==> images/wires.png <==
Drawn at 6 px/um. Two of the layers only.
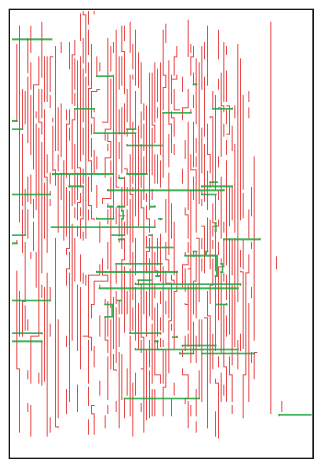
==> images/io_placement.png <==
Drawn at 6 px/um. Pins as bars across the die edge, other pins in gray.
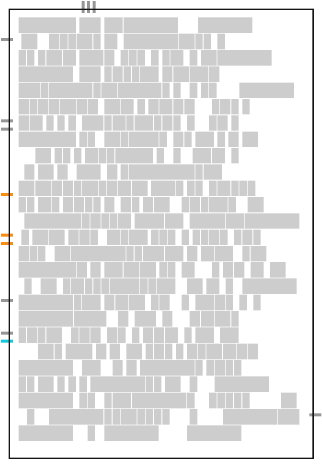
==> images/io_fan.png <==
Drawn at 4 px/um.
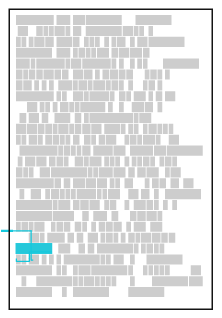
**src/rtl/ad9361_ensm_ctrl.sv**
```systemverilog
`default_nettype none
// ============================================================================
// ad9361_ensm_ctrl : AD9361 pin-mode ENSM sequencer driving ENABLE and TXNRX
// Rev 1.0
// ============================================================================
module ad9361_ensm_ctrl #(
   parameter int LOCK_CYCLES  = 64,
   parameter int SETUP_CYCLES = 4,
   parameter int GUARD_CYCLES = 8,
   parameter int MIN_DWELL    = 16,
   parameter int MAX_DWELL    = 0,
   parameter int TX_PRIORITY  = 1
) (
   input  logic       clk,
   input  logic       rst_n,
   input  logic       lock,
   input  logic       rx_req,
   input  logic       tx_req,
   output logic       enable,
   output logic       txnrx,
   output logic       rx_active,
   output logic       tx_active,
   output logic       busy,
   output logic [2:0] state
);

   typedef enum logic [2:0] {
      ST_LOCKWAIT = 3'd0,
      ST_ALERT    = 3'd1,
      ST_SETUP    = 3'd2,
      ST_RX       = 3'd3,
      ST_TX       = 3'd4,
      ST_HOLD     = 3'd5
   } state_t;

   // A nonzero preemption limit shorter than the minimum dwell is raised to it.
   localparam int MAX_EFF = (MAX_DWELL == 0)         ? 0 :
                            (MAX_DWELL < MIN_DWELL)  ? MIN_DWELL : MAX_DWELL;

   localparam logic [15:0] LOCK_LAST  = 16'(LOCK_CYCLES - 1);
   localparam logic [15:0] SETUP_LAST = 16'(SETUP_CYCLES - 1);
   localparam logic [15:0] GUARD_LAST = 16'(GUARD_CYCLES - 1);
   localparam logic [15:0] MIN_LAST   = 16'(MIN_DWELL - 1);
   localparam logic [15:0] MAX_LAST   = 16'(MAX_EFF - 1);
   localparam logic        PREEMPT_EN = (MAX_EFF != 0);
   localparam logic        TX_WINS    = (TX_PRIORITY != 0);

   logic [1:0]  rst_sync;
   logic        run;
   state_t      state_q, state_d;
   logic [15:0] cnt_q, cnt_d;
   logic        dir_q, dir_d;
   logic        pre_q, pre_d;
   logic        own_req, oth_req, preempt, dwell_done;

   always_ff @(posedge clk or negedge rst_n) begin
      if (!rst_n) begin
         rst_sync <= 2'b00;
      end else begin
         rst_sync <= {rst_sync[0], 1'b1};
      end
   end

   assign run = rst_sync[1];

   always_comb begin
      state_d    = state_q;
      cnt_d      = cnt_q;
      dir_d      = dir_q;
      pre_d      = pre_q;
      own_req    = (state_q == ST_TX) ? tx_req : rx_req;
      oth_req    = (state_q == ST_TX) ? rx_req : tx_req;
      preempt    = PREEMPT_EN && oth_req && (cnt_q >= MAX_LAST);
      dwell_done = !own_req && (cnt_q >= MIN_LAST);

      if (!lock) begin
         state_d = ST_LOCKWAIT;
         cnt_d   = 16'd0;
         pre_d   = 1'b0;
      end else begin
         case (state_q)
            ST_LOCKWAIT: begin
               if (cnt_q == LOCK_LAST) begin
                  state_d = ST_ALERT;
                  cnt_d   = 16'd0;
               end else begin
                  cnt_d = cnt_q + 16'd1;
               end
            end
            ST_ALERT: begin
               pre_d = 1'b0;
               if (rx_req || tx_req) begin
                  // Right after a preemption the other direction gets its turn.
                  if (pre_q && (dir_q ? rx_req : tx_req)) begin
                     dir_d = !dir_q;
                  end else if (rx_req && tx_req) begin
                     dir_d = TX_WINS;
                  end else begin
                     dir_d = tx_req;
                  end
                  state_d = ST_SETUP;
                  cnt_d   = SETUP_LAST;
               end
            end
            ST_SETUP: begin
               if (cnt_q == 16'd0) begin
                  state_d = dir_q ? ST_TX : ST_RX;
                  cnt_d   = 16'd0;
               end else begin
                  cnt_d = cnt_q - 16'd1;
               end
            end
            ST_RX, ST_TX: begin
               if (preempt || dwell_done) begin
                  state_d = ST_HOLD;
                  cnt_d   = GUARD_LAST;
                  pre_d   = preempt;
               end else if (cnt_q != 16'hFFFF) begin
                  cnt_d = cnt_q + 16'd1;
               end
            end
            ST_HOLD: begin
               if (cnt_q == 16'd0) begin
                  state_d = ST_ALERT;
               end else begin
                  cnt_d = cnt_q - 16'd1;
               end
            end
            default: begin
               state_d = ST_LOCKWAIT;
               cnt_d   = 16'd0;
            end
         endcase
      end
   end

   // Pin outputs are decoded from the next state so they switch with the state register.
   always_ff @(posedge clk or negedge rst_n) begin
      if (!rst_n) begin
         state_q   <= ST_LOCKWAIT;
         cnt_q     <= 16'd0;
         dir_q     <= 1'b0;
         pre_q     <= 1'b0;
         enable    <= 1'b0;
         rx_active <= 1'b0;
         tx_active <= 1'b0;
         busy      <= 1'b1;
      end else if (run) begin
         state_q   <= state_d;
         cnt_q     <= cnt_d;
         dir_q     <= dir_d;
         pre_q     <= pre_d;
         enable    <= (state_d == ST_RX) || (state_d == ST_TX);
         rx_active <= (state_d == ST_RX);
         tx_active <= (state_d == ST_TX);
         busy      <= (state_d != ST_ALERT);
      end
   end

   assign txnrx = dir_q;
   assign state = state_q;

endmodule
`default_nettype wire

```
**config.mk**
```make
export PLATFORM = sky130hd
export DESIGN_NAME = ad9361_ensm_ctrl
export DESIGN_NICKNAME = d
export VERILOG_FILES = /design/src/rtl/ad9361_ensm_ctrl.sv
export SDC_FILE = /design/constraint.sdc
export NUM_CORES = 1
export LEC_CHECK = 0
export ABC_AREA = 1
export CAP_MARGIN = 0
export CORE_ASPECT_RATIO = 1.5
export CORE_UTILIZATION = 59
export DETAILED_ROUTE_END_ITERATION = 10
export PLACE_DENSITY = 0.87
export SLEW_MARGIN = 20
export SYNTH_ARGS = -nofsm -noshare
export SYNTH_HDL_FRONTEND = slang
export SYNTH_SLANG_ARGS = --single-unit
export TNS_END_PERCENT = 10
```
**constraint.sdc**
```tcl
create_clock -name clk -period 2.2 [get_ports clk]
set_clock_uncertainty 0.15 [all_clocks]
set_input_delay 0.33 -clock clk [delete_from_list [all_inputs] [get_ports clk]]
set_output_delay 0.33 -clock clk [all_outputs]
set_load 0.1 [all_outputs]
```
==> impl_metrics.toml <==
# synthesis and place-and-route metrics
[detailed_routing]
drc_errors = 0
dr_wl_met2_um = 3040
drt_iter0_markers = 90
routed-wl-met3_um = 283
drtAntennaViolNets = 0
vias_per_cell = 5.57
routed_wl_um = 5570
wire_per_inst_um = 14.4

[yosys]
synth_nets = 319
synth.cellmix.compoundShare_pct = 8.57
simple_gate_share_pct = 40.2
synthXorXnorAreaFrac_pct = 8.87
top_area_share_pct = 30.2
ys.flop_type = "dfrtp_1"
synthArstFlopShare_pct = 100
ys_sh_mux_pct = 0
ys_sh_adder_pct = 1.21
synthTopLogicFamily = "simple AND/OR/NAND/NOR gates"
top_area_cell = "dfrtp_1"

[cells_and_area]
fin_util_pct = 73.5
drive_gt1_share_pct = 19.5
antenna_cells = 0
syn2layout_area_growth_pct = 20.0

[setup_path]
critical_path_arrival_ps = 2130
worstPathRequired_ps = 2230
end_kind = "register"
cp_max_fo = 15
cp_slowest_stage_delay_ps = 440
worstSetupPathType = "register to register"

[floorplanning]
core_sq_um = 3380

[final_timing]
period_used_pct = 95.8
worst_slack_ps = 91.4
finalHoldViolations = 0
slew_headroom_pct = 66.5

[placement]
pre_cts_ws_ps = -139
dp.cells = 379
place_congestion = 0.953

[global_routing]
gr-total-overflow = 0
grt_pass1_wl_um = 8750
grt_max_degree = 27

[run]
maxCapViolCount = 0

[min_path]
hold_path_class = "register to register"

[clock_tree]
cts_tree = "yes"
clk_latency_ps = 280

[run_status]
run_status = "complete, no violations"
Notes on wires.png above:
legend:
  metal 3:
    color: green
    wire_length: 284 um
  metal 2:
    color: red
    wire_length: 3,040 um
vias: 2,150
GR Util All Layers: 30.9%

Notes on io_placement.png above:
legend:
  rx_active:
    color: cyan
    pins: 1
    direction: output
    edge: west
  state:
    color: orange
    pins: 3
    direction: output
    edge: west

Notes on io_fan.png above:
legend:
  rx_active:
    color: cyan
    bits: 1
    direction: output
    edge: west
    end_cells: 1
    wire: 24.4 um
Top Ports: 13
PortBufs: 12

==> synthesized netlist by cell type, types with 2 or more instances <==
cell,count
nor2_2,3
inv_2,3
nand4_1,6
buf_2,6
nand3_1,30
nand2_2,6
clkbuf_2,2
nand2_1,93
ha_1,2
a21oi_1,7
o22ai_1,6
nor2_1,31
xor2_1,19
inv_1,29
o21ai_1,3
dfrtp_1,25
xnor2_1,2
o21ai_0,15
nor3_1,10
buf_6,2
==> metal layers <==
| layer | track usage [%] | vias up |
|---|---|---|
| met1 | 32.1 | 971 |
| met4 | 17.9 | 0 |
| met2 | 59.1 | 89 |
| met3 | 3.48 | 26 |
| li1 | - | 1064 |
| met5 | 0 | - |
==> final timing paths <==
check	startpoint	end	cells after the start
setup / recovery	cnt_q[0]	cnt_q[7]	11
hold / removal	rst_sync[0]	rst_sync[1]	0
setup reg to reg	cnt_q[0]	cnt_q[7]	11
hold reg to reg	rst_sync[0]	rst_sync[1]	0
max in group asynchronous	rst_n	busy	2
min in group asynchronous	rst_n	cnt_q[10]	2
==> cells by family (layout without fill, tap and decap cells) <==
logic type,count (synthesis),in the layout
buffers and inverters,43,75
xor gates and xnor gates,21,21
other,1,1
DFF,26,26
and+or+nand+nor,186,186
adders and majority gates,2,2
AOI/OAI and AO/OA,33,33
==> stage by stage <==
stage          area, sq um  hold WS (ps)  TNS, ps
2_1_floorplan         2080          -116        0
3_3_place_gp          2330           194    -63.8
3_5_place_dp          2330           192     -882
4_1_cts               2410           224        0
5_1_grt               2490           230    -37.6
6_report              2490           222        0
==> cell usage in the layout (no fill, tap or decap), types with 2 or more instances in the layout <==
cell,n
nand2_1,93
o21ai_1,3
dfrtp_1,22
xor2_1,19
buf_4,34
inv_2,2
nor2_4,2
nand2_2,5
o22ai_1,6
xnor2_1,2
nor2_2,4
nor3_1,9
a21oi_1,7
clkdlybuf4s50_1,4
nand3_2,2
dfrtp_2,3
clkbuf_8,3
nor2_1,29
inv_1,28
nand4_1,6
nand3_1,29
o21ai_0,15
==> power breakdown <==
group | internal [mW] | switching, mW | leakage (nW)
combinational | 0.0982 | 0.163 | 0.880
sequential | 0.489 | 0.0139 | 0.343
clock | 0.244 | 0.173 | 0.0357
total | 0.831 | 0.351 | 1.26
==> flip-flops by register name, summed over array words and instances, names as in the netlist <==
signal     cells
cnt_q         16
state          3
rst_sync       2
busy           1
enable         1
rx_active      1
tx_active      1
txnrx          1
==> repair_timing <==
| action | CTS | global route |
|---|---|---|
| endpoints found under the setup margin | 16 | 18 |
| gates resized | 1 | 10 |
| buffers inserted | 0 | 3 |
| endpoints found under the hold margin | 0 | 0 |
| pin swaps | 0 | 2 |
==> layout make-up <==
| cell class | count | area (sq um) |
|---|---|---|
| well taps | 42 | 52.6 |
| clock buffers | 3 | 41.3 |
| flip-flops and latches | 26 | 656 |
| clock inverters | 1 | 30.0 |
| repair buffers | 39 | 315 |
| inverters | 32 | 126 |
| fillers | 261 | 896 |
| multi-input cells | 243 | 1270 |
Power figures rest on the tool's default switching activity, not on a simulated workload.
